$ cat config.mk
export PLATFORM = sky130hd
export DESIGN_NAME = divider
export DESIGN_NICKNAME = d
export VERILOG_FILES = /design/src/rtl/div_pkg.sv /design/src/rtl/div_step.sv /design/src/rtl/divider.sv
export SDC_FILE = /design/constraint.sdc
export NUM_CORES = 1
export LEC_CHECK = 0
export ABC_AREA = 1
export CAP_MARGIN = 0
export CORE_UTILIZATION = 40
export CTS_CLUSTER_DIAMETER = 30
export DETAILED_ROUTE_END_ITERATION = 12
export PLACE_DENSITY = 0.6
export SLEW_MARGIN = 10
export SYNTH_ARGS = -nofsm -noshare
export SYNTH_HDL_FRONTEND = slang
export SYNTH_HIERARCHICAL = 1
export SYNTH_SLANG_ARGS = --single-unit
$ cat constraint.sdc
create_clock -name clk -period 5.3 [get_ports clk]
set_input_delay 1.06 -clock clk [delete_from_list [all_inputs] [get_ports clk]]
set_output_delay 1.06 -clock clk [all_outputs]
set_load 0.05 [all_outputs]
$ cat src/rtl/div_pkg.sv
// Shared opcode constants and state type for the divider, multiplier and ALU
// control.
package div_pkg;

   localparam int WIDTH = 32;

   // ALU function codes
   localparam logic [5:0] MULTU = 6'b011001;
   localparam logic [5:0] DIV   = 6'b011010;
   localparam logic [5:0] DIVU  = 6'b011011;

   typedef enum logic [1:0] {
      IDLE = 2'd0,
      RUN  = 2'd1,
      DONE = 2'd2
   } div_state_t;

endpackage

$ cat src/rtl/div_step.sv
// One restoring shift-subtract step: shifts {rem, q} left by one, then
// subtracts the divisor from the partial remainder when it fits and records
// the outcome in the new quotient LSB.
module div_step
   import div_pkg::*;
#(
   parameter int W = WIDTH
) (
   input  logic [W:0]   rem_i,
   input  logic [W-1:0] q_i,
   input  logic [W-1:0] divisor_i,
   output logic [W:0]   rem_o,
   output logic [W-1:0] q_o
);

   logic [W:0] rem_sh;
   logic       take;

   // Shift, compare and conditionally subtract.
   always_comb begin
      // The true shifted remainder is {rem_i, q_i[W-1]}; if its top bit
      // rem_i[W] is set, it is certainly >= divisor, and the W+1-bit
      // difference is still exact because the result is below the divisor.
      rem_sh = {rem_i[W-1:0], q_i[W-1]};
      take   = rem_i[W] | (rem_sh >= {1'b0, divisor_i});
      rem_o  = rem_sh;
      q_o    = {q_i[W-2:0], 1'b0};
      if (take) begin
         rem_o   = rem_sh - {1'b0, divisor_i};
         q_o[0]  = 1'b1;
      end
   end

endmodule

$ cat src/rtl/divider.sv
// Sequential restoring divider for the MIPS HI/LO path. DIVU starts a
// 32-iteration shift-subtract loop; dataOut = {remainder, quotient}.
// Optional feature macro: DIV_SIGNED_EN adds signed DIV with sign correction.
module divider
   import div_pkg::*;
#(
   parameter int WIDTH = div_pkg::WIDTH
) (
   input  logic               clk,
   input  logic               reset,
   input  logic [WIDTH-1:0]   dataA,
   input  logic [WIDTH-1:0]   dataB,
   input  logic [5:0]         Signal,
   output logic [2*WIDTH-1:0] dataOut,
   output logic               busy,
   output logic               done,
   output logic               divzero
);

   localparam logic [5:0] LAST = 6'(WIDTH - 1);

   div_state_t         state_q, state_d;
   logic [5:0]         count_q, count_d;
   logic [WIDTH:0]     rem_q, rem_d;
   logic [WIDTH-1:0]   q_q, q_d;
   logic [WIDTH-1:0]   divisor_q, divisor_d;
   logic [2*WIDTH-1:0] dout_q, dout_d;
   logic               done_q, done_d;
   logic               divzero_q, divzero_d;

   logic [WIDTH:0]     step_rem;
   logic [WIDTH-1:0]   step_q;
   logic [WIDTH-1:0]   quot, remv;
   logic               start;

`ifdef DIV_SIGNED_EN
   logic               is_div;
   logic               neg_q_q, neg_q_d;
   logic               neg_r_q, neg_r_d;
`endif

   div_step #(.W(WIDTH)) u_step (
      .rem_i     (rem_q),
      .q_i       (q_q),
      .divisor_i (divisor_q),
      .rem_o     (step_rem),
      .q_o       (step_q)
   );

   // Next-state, iteration and result-formatting logic.
   always_comb begin
      // NOTE: every _d defaults to its _q first so no branch can infer a latch.
      state_d   = state_q;
      count_d   = count_q;
      rem_d     = rem_q;
      q_d       = q_q;
      divisor_d = divisor_q;
      dout_d    = dout_q;
      done_d    = 1'b0;
      divzero_d = divzero_q;
      quot      = step_q;
      remv      = step_rem[WIDTH-1:0];
`ifdef DIV_SIGNED_EN
      neg_q_d   = neg_q_q;
      neg_r_d   = neg_r_q;
      is_div    = (Signal == DIV);
      start     = (Signal == DIVU) || is_div;
      // Division by zero keeps the all-ones quotient; the remainder
      // correction turns the stored magnitude back into the original dividend.
      if (neg_q_q && (divisor_q != '0)) quot = -step_q;
      if (neg_r_q)                      remv = -step_rem[WIDTH-1:0];
`else
      start     = (Signal == DIVU);
`endif

      case (state_q)
         IDLE: begin
            if (start) begin
               state_d   = RUN;
               count_d   = '0;
               rem_d     = '0;
               q_d       = dataA;
               divisor_d = dataB;
`ifdef DIV_SIGNED_EN
               neg_q_d = is_div & (dataA[WIDTH-1] ^ dataB[WIDTH-1]);
               neg_r_d = is_div & dataA[WIDTH-1];
               if (is_div && dataA[WIDTH-1]) q_d       = -dataA;
               if (is_div && dataB[WIDTH-1]) divisor_d = -dataB;
`endif
            end
         end
         RUN: begin
            rem_d   = step_rem;
            q_d     = step_q;
            count_d = count_q + 6'd1;
            if (count_q == LAST) begin
               state_d   = DONE;
               done_d    = 1'b1;
               divzero_d = (divisor_q == '0);
               dout_d    = {remv, quot};
            end
         end
         DONE:    state_d = IDLE;
         default: state_d = IDLE;
      endcase
   end

   // State and output registers; reset clears everything, aborting any run.
   always_ff @(posedge clk or posedge reset) begin
      if (reset) begin
         state_q   <= IDLE;
         count_q   <= '0;
         rem_q     <= '0;
         q_q       <= '0;
         divisor_q <= '0;
         dout_q    <= '0;
         done_q    <= 1'b0;
         divzero_q <= 1'b0;
`ifdef DIV_SIGNED_EN
         neg_q_q   <= 1'b0;
         neg_r_q   <= 1'b0;
`endif
      end else begin
         // NOTE: non-blocking so every flop samples pre-edge values together.
         state_q   <= state_d;
         count_q   <= count_d;
         rem_q     <= rem_d;
         q_q       <= q_d;
         divisor_q <= divisor_d;
         dout_q    <= dout_d;
         done_q    <= done_d;
         divzero_q <= divzero_d;
`ifdef DIV_SIGNED_EN
         neg_q_q   <= neg_q_d;
         neg_r_q   <= neg_r_d;
`endif
      end
   end

   assign busy    = (state_q == RUN);
   assign done    = done_q;
   assign divzero = divzero_q;
   assign dataOut = dout_q;

endmodule
Run 1, clock nets:
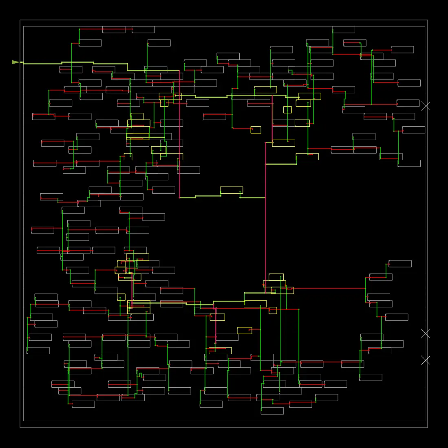
Seq cells: 171
CTS Buf Count: 17

Run 1, clock wires, drivers and flops:
Drawn at 2 px/micron.
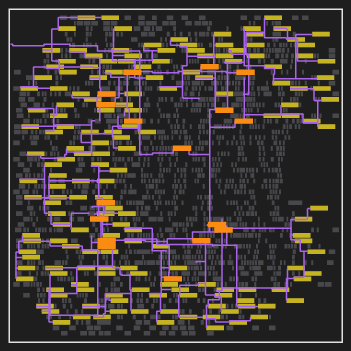
legend:
  purple:
    item: clock wires
    length: 2,590 microns
  yellow:
    item: flip-flops
    count: 171
  orange:
    item: clock-net drivers
    count: 17
routed clock nets: 18
flops lie: all over the die
Late-Pin Clk Latency: 0.45 ns
Max Clock Skew: 0.02089 ns
Clk. pwr: 1310 uW
part of the power in the clock network: 0.164

Run 1, the metal 1 layer:
Drawn at 1.5 px/micron. Supply wires on this layer in grey.
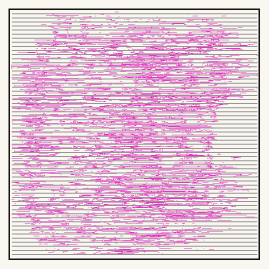
wire length on this layer: 14,000 microns
main direction: horizontal
met1 Use GR: 0.2988
routed wire length: 28.54 mm
via count: 9,584

==> flow_summary.yaml, run 1 <==
# flow metrics
route:
  drc: 3
  met2_length_mm: 12.77
die:
  fp_util: 0.4092
global_routing:
  grt_overflow_total: 0
  grt_use_total: 0.2153
  grt_use_met2: 0.3487
final_layout:
  largest_cell_class: "multi-input combinational cells"
  final_layout_top_logic_cell: "nand2_1"
  clk_share: 0.04843
  seqCellArea_sq_um: 4279
  num-clock-buffers: 18
  final-instance-count-excl-fill: 1991
  comb_cells: 1074
worst_setup_path:
  crit_top_cell: "inv_1"
  rr_startpoint: "rem_q[30]$_DFFE_PP0P_"
  path_buffers: 3
synth:
  logic_family: "simple AND/OR/NAND/NOR gates"
  async_flop_share: 1.000
  synth.cell_area_sq_um: 10720
  ys_seq_share: 0.3991
  synth.top_cells.by_area: "dfrtp_1, nand2_1, inv_1"
  ys.flops: 171
outcome:
  status: "complete, but fails checks"
  violations: "design-rule violations"
cts:
  root_buffer: "clkbuf_16"
  clock_sinks: 171
sta:
  setup_viol: 0
  whs_ns: 0.4782
  fin_crit_ns: 3.568
pwr:
  p_comb_frac: 0.583
worst_hold_path:
  whs_path_depth: 2
placed_design:
  place_area_sq_um: 12020
Run 1, the metal 3 layer:
Drawn at 3 px/micron.
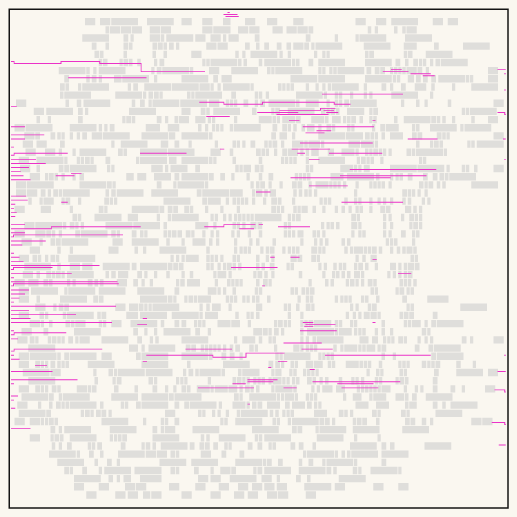

==> inputs of run 2 (changes only) <==
--- a/config.mk
+++ b/config.mk
@@ -10,7 +10,7 @@
 export CORE_UTILIZATION = 40
 export CTS_CLUSTER_DIAMETER = 30
 export DETAILED_ROUTE_END_ITERATION = 12
-export PLACE_DENSITY = 0.6
+export PLACE_DENSITY = 0.58
 export SLEW_MARGIN = 10
 export SYNTH_ARGS = -nofsm -noshare
 export SYNTH_HDL_FRONTEND = slang
==> constraint.sdc (replaced) <==
create_clock -name clk -period 3.45 [get_ports clk]
set_input_delay 0.69 -clock clk [delete_from_list [all_inputs] [get_ports clk]]
set_output_delay 0.69 -clock clk [all_outputs]
set_load 0.05 [all_outputs]
Run 2, the metal 3 layer:
Drawn at 3 px/micron.
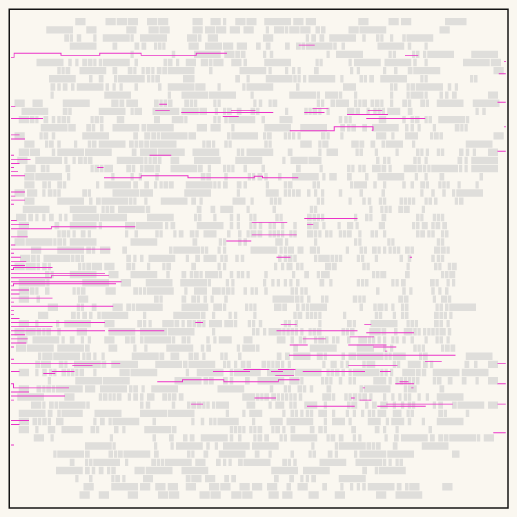
nets with wire on the layer: 108
share of all routed wire: 4.3%
longest straight run: 55.2 microns
met3 Use GR: 0.04552
routed wire length: 29.98 mm
via count: 9,682

==> flow_summary.yaml, run 2 <==
# flow metrics
outcome:
  status: "finished, final reports clean"
route:
  met2_length_mm: 13.59
synth:
  async_flop_share: 1.000
  synth.top_cells.by_area: "dfrtp_1, nand2_1, inv_1"
  ys.flops: 171
  logic_family: "simple AND/OR/NAND/NOR gates"
  ys_seq_share: 0.3991
  synth.cell_area_sq_um: 10720
cts:
  clkLatencyLatePin_ns: 0.45
  root_buffer: "clkbuf_16"
  clock_sinks: 171
  cts_buffers: 17
worst_setup_path:
  path_buffers: 2
  rr_startpoint: "rem_q[10]$_DFFE_PP0P_"
  crit_top_cell: "nand2_1"
final_layout:
  final-instance-count-excl-fill: 1998
  clk_share: 0.04758
  comb_cells: 1074
  design.seq.count: 171
  final_layout_top_logic_cell: "nand2_1"
  largest_cell_class: "multi-input combinational cells"
global_routing:
  grtUsageMet1: 0.3191
  grt_overflow_total: 0
  grt_use_met2: 0.3604
pwr:
  p_clk_frac: 0.162
  p_comb_frac: 0.587
placed_design:
  place_area_sq_um: 12100
sta:
  finalClockSkew_ns: 0.01370
  setup_viol: 0
  fin_crit_ns: 2.695
worst_hold_path:
  whs_path_depth: 2
die:
  fp_util: 0.4092
Run 2, local utilization:
Drawn at 2 px/micron. 17 x 17 tiles, from white (low) to dark blue (high), 0 to 100% covered.
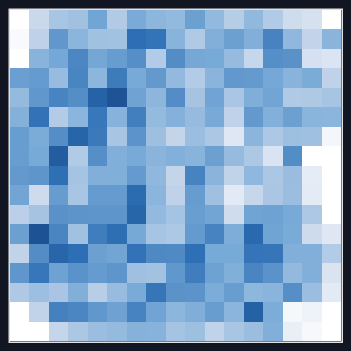
emptiest ninth of the die: right middle
nearly empty tiles: 4.5%
mean over tiles: 45%
tiles over 75% full: 3.5%
fullest tile: 86%
core area: 26,210 sq um
Final Core Density: 0.4847

No activity file was given, so power comes from the tool's default toggle rates.
